`config.mk`:
```
export PLATFORM = sky130hd
export DESIGN_NAME = uart_rx_fifo
export DESIGN_NICKNAME = d
export VERILOG_FILES = /design/src/rtl/uart_pkg.sv /design/src/rtl/uart_fifo_mem.sv /design/src/rtl/uart_rx_fifo.sv
export SDC_FILE = /design/constraint.sdc
export NUM_CORES = 1
export LEC_CHECK = 0
export ABC_AREA = 1
export CAP_MARGIN = 20
export CORE_ASPECT_RATIO = 2
export CORE_MARGIN = 2
export CORE_UTILIZATION = 30
export DETAILED_ROUTE_END_ITERATION = 7
export HOLD_SLACK_MARGIN = 0.05
export PLACE_DENSITY = 0.54
export SLEW_MARGIN = 0
export SYNTH_ARGS = -nofsm -noshare
export SYNTH_HDL_FRONTEND = slang
export SYNTH_SLANG_ARGS = --single-unit
```
`constraint.sdc`:
```
create_clock -name clk -period 2.7 [get_ports clk]
set_clock_uncertainty 0.05 [all_clocks]
set_input_delay 0.54 -clock clk [delete_from_list [all_inputs] [get_ports clk]]
set_output_delay 0.54 -clock clk [all_outputs]
set_load 0.02 [all_outputs]
```
`src/rtl/uart_pkg.sv`:
```
// rtl/uart_pkg.sv - shared UART types, byte width and baud/clock defaults
package uart_pkg;

    localparam int UART_BYTE_W = 8;

    typedef logic [UART_BYTE_W-1:0] uart_byte_t;

    // Defaults shared by the receiver and transmitter baud generators
    localparam int unsigned UART_CLK_HZ     = 50_000_000;
    localparam int unsigned UART_BAUD       = 115_200;
    localparam int unsigned UART_OVERSAMPLE = 16;

    // Oversample tick divider, rounded to nearest
    function automatic int unsigned uart_baud_div(input int unsigned clk_hz,
                                                  input int unsigned baud);
        int unsigned tick_hz;
        tick_hz = baud * UART_OVERSAMPLE;
        return (clk_hz + tick_hz / 2) / tick_hz;
    endfunction

endpackage

```
`src/rtl/uart_fifo_mem.sv`:
```
// rtl/uart_fifo_mem.sv - simple dual-port array: synchronous write, asynchronous read
module uart_fifo_mem
    import uart_pkg::*;
#(
    parameter int DEPTH = 16,
    parameter int WIDTH = UART_BYTE_W,
    parameter int AW    = $clog2(DEPTH)
) (
    input  logic             clk,
    input  logic             we,
    input  logic [AW-1:0]    waddr,
    input  logic [WIDTH-1:0] wdata,
    input  logic [AW-1:0]    raddr,
    output logic [WIDTH-1:0] rdata
);

    // Contents are intentionally not reset; pointers define what is valid
    logic [WIDTH-1:0] mem [DEPTH];

    always_ff @(posedge clk) begin
        if (we) begin
            mem[waddr] <= wdata;
        end
    end

    assign rdata = mem[raddr];

endmodule

```
`src/rtl/uart_rx_fifo.sv`:
```
// rtl/uart_rx_fifo.sv - UART receive byte buffer with sticky overflow; optional level/irq via UART_RX_FIFO_LEVEL_EN
module uart_rx_fifo
    import uart_pkg::*;
#(
    parameter int DEPTH = 16,
    parameter int WIDTH = UART_BYTE_W
) (
    input  logic                     clk,
    input  logic                     resetn,
    input  logic                     rx_ready,
    input  logic [WIDTH-1:0]         rx_data,
    output logic                     m_valid,
    output logic [WIDTH-1:0]         m_data,
    input  logic                     m_ready,
    input  logic                     flush,
    input  logic                     ovf_clr,
    output logic                     overflow,
`ifdef UART_RX_FIFO_LEVEL_EN
    input  logic [$clog2(DEPTH):0]   level_thresh,
    output logic [$clog2(DEPTH):0]   level,
    output logic                     level_irq,
`endif
    output logic                     full
);

    localparam int AW = $clog2(DEPTH);

    // Extra MSB on each pointer distinguishes full from empty
    logic [AW:0] wr_ptr;
    logic [AW:0] rd_ptr;
    logic        empty;
    logic        push;
    logic        pop;
    logic        ovf_set;

    assign empty   = (wr_ptr == rd_ptr);
    assign full    = (wr_ptr[AW-1:0] == rd_ptr[AW-1:0]) && (wr_ptr[AW] != rd_ptr[AW]);
    assign m_valid = !empty;

    assign pop     = m_valid && m_ready;
    assign push    = rx_ready && (!full || pop);
    assign ovf_set = rx_ready && full && !pop;

    always_ff @(posedge clk or negedge resetn) begin
        if (!resetn) begin
            wr_ptr <= '0;
            rd_ptr <= '0;
        end else if (flush) begin
            wr_ptr <= '0;
            rd_ptr <= '0;
        end else begin
            if (push) begin
                wr_ptr <= wr_ptr + 1'b1;
            end
            if (pop) begin
                rd_ptr <= rd_ptr + 1'b1;
            end
        end
    end

    // A loss in the same cycle as a clear must stay visible
    always_ff @(posedge clk or negedge resetn) begin
        if (!resetn) begin
            overflow <= 1'b0;
        end else if (ovf_set) begin
            overflow <= 1'b1;
        end else if (ovf_clr) begin
            overflow <= 1'b0;
        end
    end

    uart_fifo_mem #(
        .DEPTH (DEPTH),
        .WIDTH (WIDTH),
        .AW    (AW)
    ) u_mem (
        .clk   (clk),
        .we    (push && !flush),
        .waddr (wr_ptr[AW-1:0]),
        .wdata (rx_data),
        .raddr (rd_ptr[AW-1:0]),
        .rdata (m_data)
    );

`ifdef UART_RX_FIFO_LEVEL_EN
    assign level = wr_ptr - rd_ptr;

    always_ff @(posedge clk or negedge resetn) begin
        if (!resetn) begin
            level_irq <= 1'b0;
        end else begin
            level_irq <= (level >= level_thresh) && (level != '0);
        end
    end
`endif

endmodule

```
Figure 1. Cell sizes after repair (run 1).
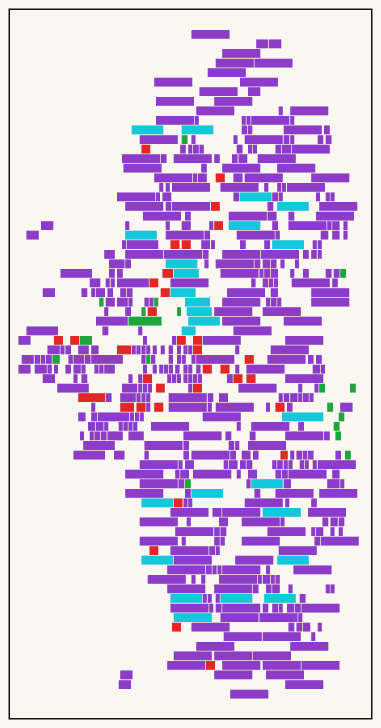
- _3 and _4 cells: red (cells 34)
- _0 and _1 cells: purple (cells 479)
- _2 cells: green (cells 18)
- _6 and larger: cyan (cells 25)

Figure 2. Wires at chosen ports, followed through buffers (run 1).
Scale bar: 20 um.
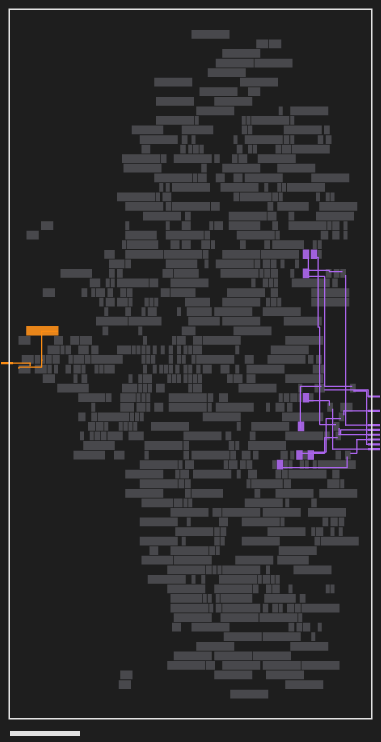
- overflow: orange (bits 1; direction output; end cells 1; buffers 1; wire 27.9 um)
- m_data: purple (bits 8; direction output; end cells 8; buffers 8; wire 333 um)
count of boundary I/O pins: 25
number of buffer cells added on primary ports: 24

Figure 3. Placed standard cells (run 1).
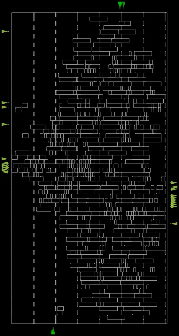
sequential cell area share: 57.9%
non-filler instance count after layout: 815
Filler Cells Inserted: 1852
CORE AREA: 0.0192 mm2

Figure 4. Signal wires by layer (run 1).
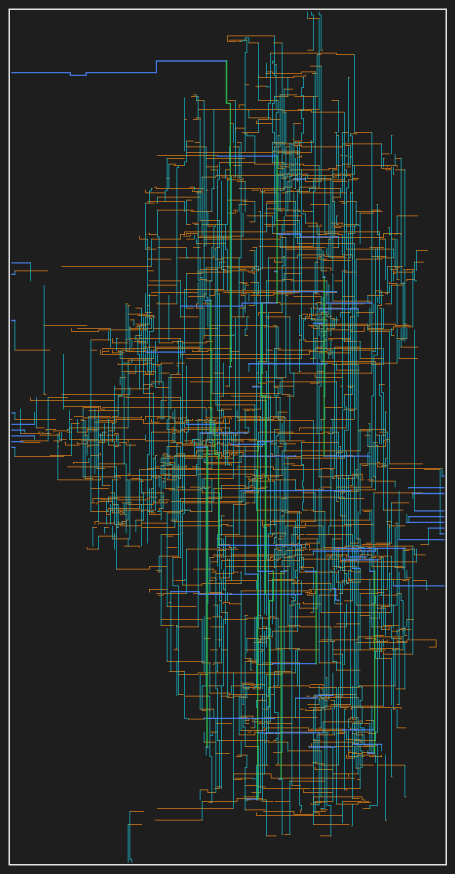
- metal 3: blue (wire length 537 um)
- metal 1: orange (wire length 5350 um)
- metal 2: cyan (wire length 8220 um)
- metal 4: green (wire length 581 um)

==> impl_metrics.env, run 1 <==
# flow metrics
export IMPL_critical_path_peak_fanout=31
export IMPL_detail_placement_hpwl_mm=10.1
export IMPL_startpoint_type="register"
export IMPL_htree_num_levels=4
export IMPL_worstSkewPairLatency_ps=420
export IMPL_critPathMostFrequentCell="sky130_fd_sc_hd__nand2_1"
export IMPL_area_delta_synth_final_pct=21.8
export IMPL_timing_worst_slew_pin_value_ps=687
export IMPL_postSynthAreaPerCell_um2=11.7
export IMPL_path_cells="buf_12 > inv_4 > nand2_1 > nand2_1 > nor2_4 > nand3_1 > inv_1 > clkdlybuf4s15_1"
export IMPL_clk_root_buffer_cell="sky130_fd_sc_hd__clkbuf_16"
export IMPL_result_of_the_run="finished clean"
export IMPL_vdd_drop_max_v=0.000370
export IMPL_drive_gt1_share_pct=13.8
export IMPL_postSynthRegisterBits=139
export IMPL_maxClockFrequency_mhz=390
export IMPL_cts_path_max_buffers=2
export IMPL_tritoncts="built"
export IMPL_relSlewSlack_pct=54.1
export IMPL_setup_total_negative_slack_ps=0
==> run 1: cell usage after synthesis <==
master,n
sky130_fd_sc_hd__inv_1,11
sky130_fd_sc_hd__clkinv_1,1
sky130_fd_sc_hd__nand4_1,5
sky130_fd_sc_hd__dfrtp_1,11
sky130_fd_sc_hd__nand2_2,1
sky130_fd_sc_hd__inv_2,6
sky130_fd_sc_hd__clkbuf_1,15
sky130_fd_sc_hd__nand2_1,58
sky130_fd_sc_hd__nor2_2,1
sky130_fd_sc_hd__xor2_1,6
sky130_fd_sc_hd__edfxtp_1,128
sky130_fd_sc_hd__nor2_4,1
sky130_fd_sc_hd__nand3_2,1
sky130_fd_sc_hd__o21ai_0,65
sky130_fd_sc_hd__buf_1,2
sky130_fd_sc_hd__o211ai_1,16
sky130_fd_sc_hd__nand3_1,34
sky130_fd_sc_hd__nand3b_1,2
sky130_fd_sc_hd__buf_2,10
sky130_fd_sc_hd__nand4_4,1
sky130_fd_sc_hd__xnor2_1,1
sky130_fd_sc_hd__buf_6,1
sky130_fd_sc_hd__ha_1,5
sky130_fd_sc_hd__o22ai_1,16
sky130_fd_sc_hd__nor2_1,100
==> run 1: power breakdown <==
group | switching, mW | internal (mW) | total, mW
combinational | 0.358 | 0.195 | 0.553
clock | 0.821 | 1.33 | 2.15
sequential | 0.0151 | 2.37 | 2.39
total | 1.19 | 3.90 | 5.09
==> run 1: cell families after synthesis <==
group / Yosys count / share of synthesized area, %
AND-OR/OR-AND: 97 / 9.33
adder cells (fa/ha/maj): 5 / 1.07
XOR/XNOR: 7 / 1.05
flip-flops: 139 / 70.5
AND/OR/NAND/NOR: 204 / 14.8
buffers and inverters: 46 / 3.30
==> run 1: metrics by stage <==
| step | utilization [%] | hold WS, ps | setup WS, ps |
|---|---|---|---|
| floorplan | - | 194 | 734 |
| global placement | 34.2 | 465 | 48.7 |
| detailed placement | 34.2 | 494 | 47.4 |
| CTS | 37.2 | 455 | 6.40 |
| global route | 37.1 | 471 | 7.45 |
| finish | 37.1 | 420 | 134 |
==> run 1: flip-flops by register name, summed over array words and instances, names as in the netlist <==
name,flops
overflow,1
u_mem.mem,128
wr_ptr,5
rd_ptr,5
==> run 1: final cells by class <==
class / count / area [um2] / share of cell area, %
multi-input cells: 313 / 1540 / 21.6
flip-flops and latches: 139 / 4120 / 57.9
clock inverters: 9 / 101 / 1.42
well taps: 259 / 324 / 4.55
clock buffers: 20 / 437 / 6.13
inverters: 18 / 70.1 / 0.984
repair buffers: 57 / 527 / 7.40
==> run 1: layer usage <==
layer	GRT usage, %	wire, um
met5	0	0
met4	7.86	581
met3	3.30	537
met2	26.9	8220
met1	15.9	5350
==> run 1: final timing paths <==
kind	cells past startpoint	endpoint	slack, ps
max in group asynchronous	1	rd_ptr[0]$_DFFE_PN0P_	1800
worst max-delay path	8	full	130
min in group clk	2	overflow$_DFFE_PN0P_	490
worst min-delay path	1	rd_ptr[4]$_DFFE_PN0P_	420
worst min register to register	2	overflow$_DFFE_PN0P_	490
worst max register to register	9	u_mem.mem[3][1]$_DFFE_PP_	180
## Run 2: what changed since run 1
--- a/config.mk
+++ b/config.mk
@@ -6,7 +6,6 @@
 export NUM_CORES = 1
 export LEC_CHECK = 0
 export ABC_AREA = 1
-export CAP_MARGIN = 20
 export CORE_ASPECT_RATIO = 2
 export CORE_MARGIN = 2
 export CORE_UTILIZATION = 30
Figure 5. Wires at chosen ports, followed through buffers (run 2).
Scale bar: 20 um.
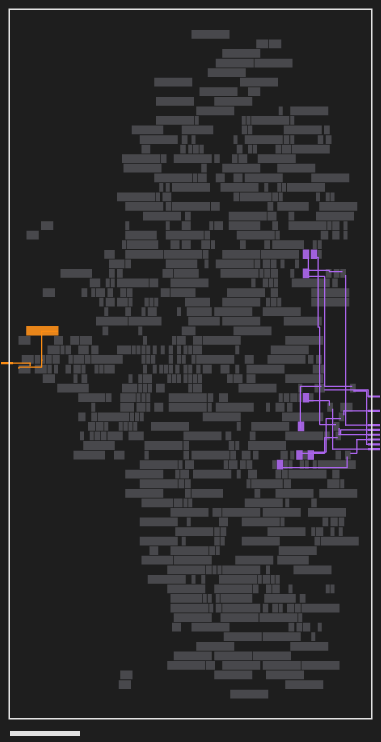
- overflow: orange (bits 1; direction output; end cells 1; buffers 1; wire 27.9 um)
- m_data: purple (bits 8; direction output; end cells 8; buffers 8; wire 333 um)

==> impl_metrics.env, run 2 <==
# flow metrics
export IMPL_result_of_the_run="finished clean"
export IMPL_detail_route_first_pass_iterations=5
export IMPL_yosys_cell_count_top_type="sky130_fd_sc_hd__edfxtp_1"
export IMPL_power_combinational_fraction_pct=10.9
export IMPL_ys_flop_type="sky130_fd_sc_hd__edfxtp_1"
export IMPL_io_buffers=24
export IMPL_cts_made_buffers=17
export IMPL_register_with_the_most_flip_flops="u_mem.mem"
export IMPL_share_seq_of_total_power_pct=46.9
export IMPL_p_sw_mw=1.19
export IMPL_max_cap_viol_count=0
export IMPL_switching_share_pct=23.4
export IMPL_worstSkewPairLatency_ps=420
export IMPL_power_report_internal_total_mw=3.90
export IMPL_htree_num_levels=4
export IMPL_area_delta_synth_final_pct=21.8
export IMPL_cts_path_max_buffers=2
export IMPL_path_cells="buf_12 > inv_4 > nand2_1 > nand2_1 > nor2_4 > nand3_1 > inv_1 > clkdlybuf4s15_1"
export IMPL_count_of_boundary_i_o_pins=25
export IMPL_postSynthAreaPerCell_um2=11.7
export IMPL_critical_path_n_buffers_inverters=4
export IMPL_relSlewSlack_pct=54.1
export IMPL_startpoint_type="register"
export IMPL_top_regs="u_mem.mem x128, rd_ptr x5, wr_ptr x5"
export IMPL_clk_root_buffer_cell="sky130_fd_sc_hd__clkbuf_16"
export IMPL_common_cells="128 x sky130_fd_sc_hd__edfxtp_1, 100 x sky130_fd_sc_hd__nor2_1, 65 x sky130_fd_sc_hd__o21ai_0, 58 x sky130_fd_sc_hd__nand2_1, 34 x sky130_fd_sc_hd__nand3_1"
export IMPL_detail_placement_hpwl_mm=10.1
export IMPL_critPathMostFrequentCell="sky130_fd_sc_hd__nand2_1"
export IMPL_largest_register_ffs=128
export IMPL_tool_warning_count=29
export IMPL_synth_edff_count=128
export IMPL_maxClockFrequency_mhz=390
export IMPL_timing_worst_slew_pin_value_ps=687
export IMPL_synth_async_reset_ratio_pct=7.91
export IMPL_drive_gt1_share_pct=13.8
export IMPL_leakage_power_figure_nw=2.54
export IMPL_p_clk_share_pct=42.3
export IMPL_final_hold_worst_slack_ps=420
export IMPL_vdd_drop_max_v=0.000370
export IMPL_postSynthRegisterBits=139
-- run 2: cell counts after synthesis --
Identical to the previous run, type by type.
-- run 2: kinds of logic (layout without fill, tap and decap cells) --
kind of cell	after synthesis	count (layout)	share of synthesized area [%]
simple gates	204	204	14.8
flops	139	139	70.5
compound gates	97	97	9.33
buf+inv	46	104	3.30
xor+xnor	7	7	1.05
fa+ha+maj	5	5	1.07
-- run 2: layer usage --
metal | global-route usage, % | up-vias | share of wire [%]
li1 | - | 1871 | -
met1 | 15.9 | 1953 | 36
met2 | 26.9 | 98 | 56
met3 | 3.30 | 30 | 3.7
met4 | 7.86 | 0 | 4.0
met5 | 0 | - | 0
-- run 2: area by class of cell --
cell class	instances	area (um2)
clock buffer	20	437
fill	1852	12100
inverter	18	70.1
clock inverter	9	101
tap	259	324
timing repair buffer	57	527
multi-input combinational	313	1540
sequential	139	4120
-- run 2: per-stage QoR --
| stage | setup WS [ps] | cells |
|---|---|---|
| after CTS | 6.40 | 815 |
| after global placement | 48.7 | 785 |
| final | 134 | 815 |
| after global routing | 7.45 | 815 |
| after detailed placement | 47.4 | 785 |
| after floorplan | 734 | 498 |
-- run 2: timing repair --
| item | 4_1_cts | 5_1_grt |
|---|---|---|
| gates cloned | 1 | 0 |
| pin swaps | 0 | 1 |
| resized | 15 | 20 |
| endpoints found under the setup margin | 10 | 10 |
-- run 2: worst reg2reg max path: cells and delay by family (launching register included) --
family	cells	cell delay [ps]
flip-flops	1	430
AND/OR/NAND/NOR	6	1130
buffers and inverters	3	620
-- run 2: final timing paths --
check	startpoint	end	slack, ps	cells past startpoint
max	rd_ptr[1]$_DFFE_PN0P_	full	130	8
min	resetn	rd_ptr[4]$_DFFE_PN0P_	420	1
max reg2reg	rd_ptr[1]$_DFFE_PN0P_	u_mem.mem[3][1]$_DFFE_PP_	180	9
min reg2reg	overflow$_DFFE_PN0P_	overflow$_DFFE_PN0P_	490	2
max in group asynchronous	resetn	rd_ptr[0]$_DFFE_PN0P_	1800	1
min in group clk	overflow$_DFFE_PN0P_	overflow$_DFFE_PN0P_	490	2
-- run 2: power groups by stage --
stage / clock, mW / sequential, mW / combinational [mW]
after global placement: 0 / 2.43 / 0.549
after floorplan: 0 / 2.42 / 0.314
after global routing: 2.27 / 2.39 / 0.611
final: 2.15 / 2.39 / 0.553
after CTS: 2.19 / 2.39 / 0.561
after detailed placement: 0 / 2.43 / 0.554
Figure 6. Placed standard cells (run 2).
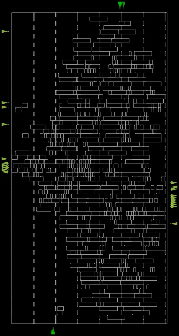

## Run 3: what changed since run 2
--- a/config.mk
+++ b/config.mk
@@ -5,7 +5,6 @@
 export SDC_FILE = /design/constraint.sdc
 export NUM_CORES = 1
 export LEC_CHECK = 0
-export ABC_AREA = 1
 export CORE_ASPECT_RATIO = 2
 export CORE_MARGIN = 2
 export CORE_UTILIZATION = 30
==> constraint.sdc (replaced) <==
create_clock -name clk -period 2.99 [get_ports clk]
set_clock_uncertainty 0.05 [all_clocks]
set_input_delay 0.598 -clock clk [delete_from_list [all_inputs] [get_ports clk]]
set_output_delay 0.598 -clock clk [all_outputs]
set_load 0.02 [all_outputs]
Figure 7. Placed standard cells (run 3).
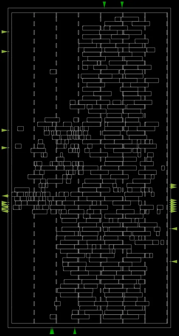
Util after Layout: 37.9%
CORE AREA: 0.0187 mm2
Filler Cells Inserted: 1684
sequential cell area share: 58.1%
non-filler instance count after layout: 620

==> impl_metrics.env, run 3 <==
# flow metrics
export IMPL_cts_made_buffers=17
export IMPL_io_buffers=24
export IMPL_topRoutingLayerUsed="met4"
export IMPL_htree_num_levels=4
export IMPL_final_hold_worst_slack_ps=453
export IMPL_r2r_start="rd_ptr[0]$_DFFE_PN0P_"
export IMPL_postSynthRegisterBits=139
export IMPL_ys_flop_type="sky130_fd_sc_hd__edfxtp_1"
export IMPL_maxClockFrequency_mhz=345
export IMPL_postSynthAreaPerCell_um2=19.2
export IMPL_detail_placement_hpwl_mm=8.36
export IMPL_pre_cts_ws_ps=173
export IMPL_timing_hold_worst_class="register to register"
export IMPL_relSlewSlack_pct=59.8
export IMPL_cts_path_max_buffers=2
export IMPL_drive_gt1_share_pct=30.7
export IMPL_synth_edff_count=128
export IMPL_timing_worst_slew_pin_value_ps=601
export IMPL_synth_async_reset_ratio_pct=7.91
export IMPL_worstSkewPairLatency_ps=420
export IMPL_max_cap_viol_count=0
export IMPL_startpoint_type="register"
export IMPL_yosys_cell_count_top_type="sky130_fd_sc_hd__edfxtp_1"
export IMPL_register_with_the_most_flip_flops="u_mem.mem"
export IMPL_detail_route_first_pass_iterations=4
export IMPL_hold_start="overflow$_DFFE_PN0P_"
export IMPL_postLayoutSetupSlackWorst_ps=95.5
export IMPL_met3_length_um=459
export IMPL_path_cells="buf_6 > mux4_2 > nor2b_1 > a211oi_1 > a21oi_1 > clkdlybuf4s15_1"
export IMPL_tool_warning_count=29
export IMPL_reg2reg_to="u_mem.mem[6][0]$_DFFE_PP_"
export IMPL_count_of_boundary_i_o_pins=25
export IMPL_route_met2_wl_mm=7.05
export IMPL_largest_register_ffs=128
export IMPL_top_regs="u_mem.mem x128, rd_ptr x5, wr_ptr x5"
export IMPL_cell_count_of_the_worst_reg_to_reg_path=7
export IMPL_result_of_the_run="finished clean"
export IMPL_clk_root_buffer_cell="sky130_fd_sc_hd__clkbuf_16"
export IMPL_leakage_power_figure_nw=2.35
run 3: area by class of cell:
| class | count | area (um2) | share of cell area (%) |
|---|---|---|---|
| clock buffer | 18 | 439 | 6.19 |
| clock inverter | 14 | 219 | 3.09 |
| inverter | 4 | 15.0 | 0.212 |
| multi-input combinational | 138 | 1510 | 21.2 |
| sequential | 139 | 4120 | 58.1 |
| tap | 255 | 319 | 4.50 |
| timing repair buffer | 52 | 475 | 6.70 |
run 3: how the worst max path moves through the flow:
stage                                      from        end  slack, ps  depth (start not counted)
final                     rd_ptr[0]$_DFFE_PN0P_  m_data[1]        100                          6
after global routing      rd_ptr[0]$_DFFE_PN0P_  m_data[1]          2                          6
after CTS                 rd_ptr[0]$_DFFE_PN0P_  m_data[2]        0.8                          6
after detailed placement  rd_ptr[0]$_DFFE_PN0P_  m_data[2]        170                          5
after global placement    rd_ptr[0]$_DFFE_PN0P_  m_data[2]        160                          5
after floorplan           rd_ptr[0]$_DFFE_PN0P_  m_data[0]        630                          6
run 3: repair_timing:
action,CTS,global route
gates cloned,0,1
pin swaps,0,0
resized,18,16
setup endpoints to repair,10,8
buffers inserted,0,1
run 3: worst max-delay path: cells and delay by family, from the launching register on:
| kind | cells | cell delay [ps] |
|---|---|---|
| muxes | 1 | 490 |
| buffers and inverters | 2 | 480 |
| DFF | 1 | 420 |
| AOI/OAI and AO/OA | 2 | 270 |
| and+or+nand+nor | 1 | 170 |
run 3: metrics by stage:
stage / utilization, % / total power [mW]
floorplan: - / 2.64
global placement: 34.1 / 2.88
detailed placement: 34.1 / 2.88
CTS: 37.8 / 5.17
global route: 37.9 / 5.33
finish: 37.9 / 5.15
run 3: per-layer routing:
metal  track usage (%)  vias to the layer above
met1              13.7                     1437
met5                 0                        -
met2              24.2                       73
met4              6.36                        0
met3              3.06                       21
li1                  -                     1291
run 3: cells by family after synthesis:
kind of cell	Yosys count	share of synthesized area (%)
AND/OR/NAND/NOR	56	5.63
flip-flops	139	72.4
XOR/XNOR	10	1.54
AND-OR/OR-AND	22	2.62
multiplexers	45	15.0
adder cells (fa/ha/maj)	5	1.10
buffers and inverters	19	1.71
run 3: power breakdown:
group	leakage (nW)	switching, mW	total [mW]	internal [mW]
sequential	1.30	0.0197	2.17	2.15
combinational	0.733	0.335	0.683	0.348
clock	0.316	0.793	2.30	1.51

==> notes/layouts.md <==
Pictures saved along the way, in no particular order.

Cell classes on the final placement.
Fill, decap, tap and diode cells in gray.
picture 1
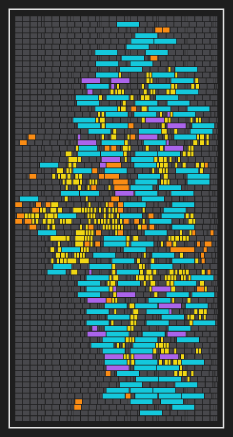
picture 2
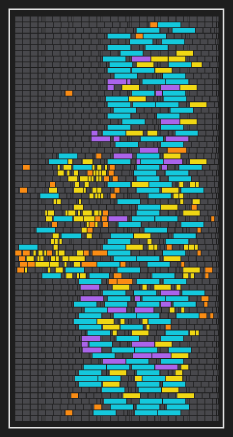
| picture | from |
|---|---|
| picture 1 | run 1 |
| picture 2 | run 3 |
- most cells: picture 1

Key to picture 2:
- combinational and other logic: yellow (cells 142; share of their area 22%)
- clock drivers and dummy loads: purple (cells 32; share of their area 9.7%)
- remaining buffers and delay cells: orange (cells 52; share of their area 7.0%)
- sequential cells: cyan (cells 139; share of their area 61%)

No activity file was given, so power comes from the tool's default toggle rates.
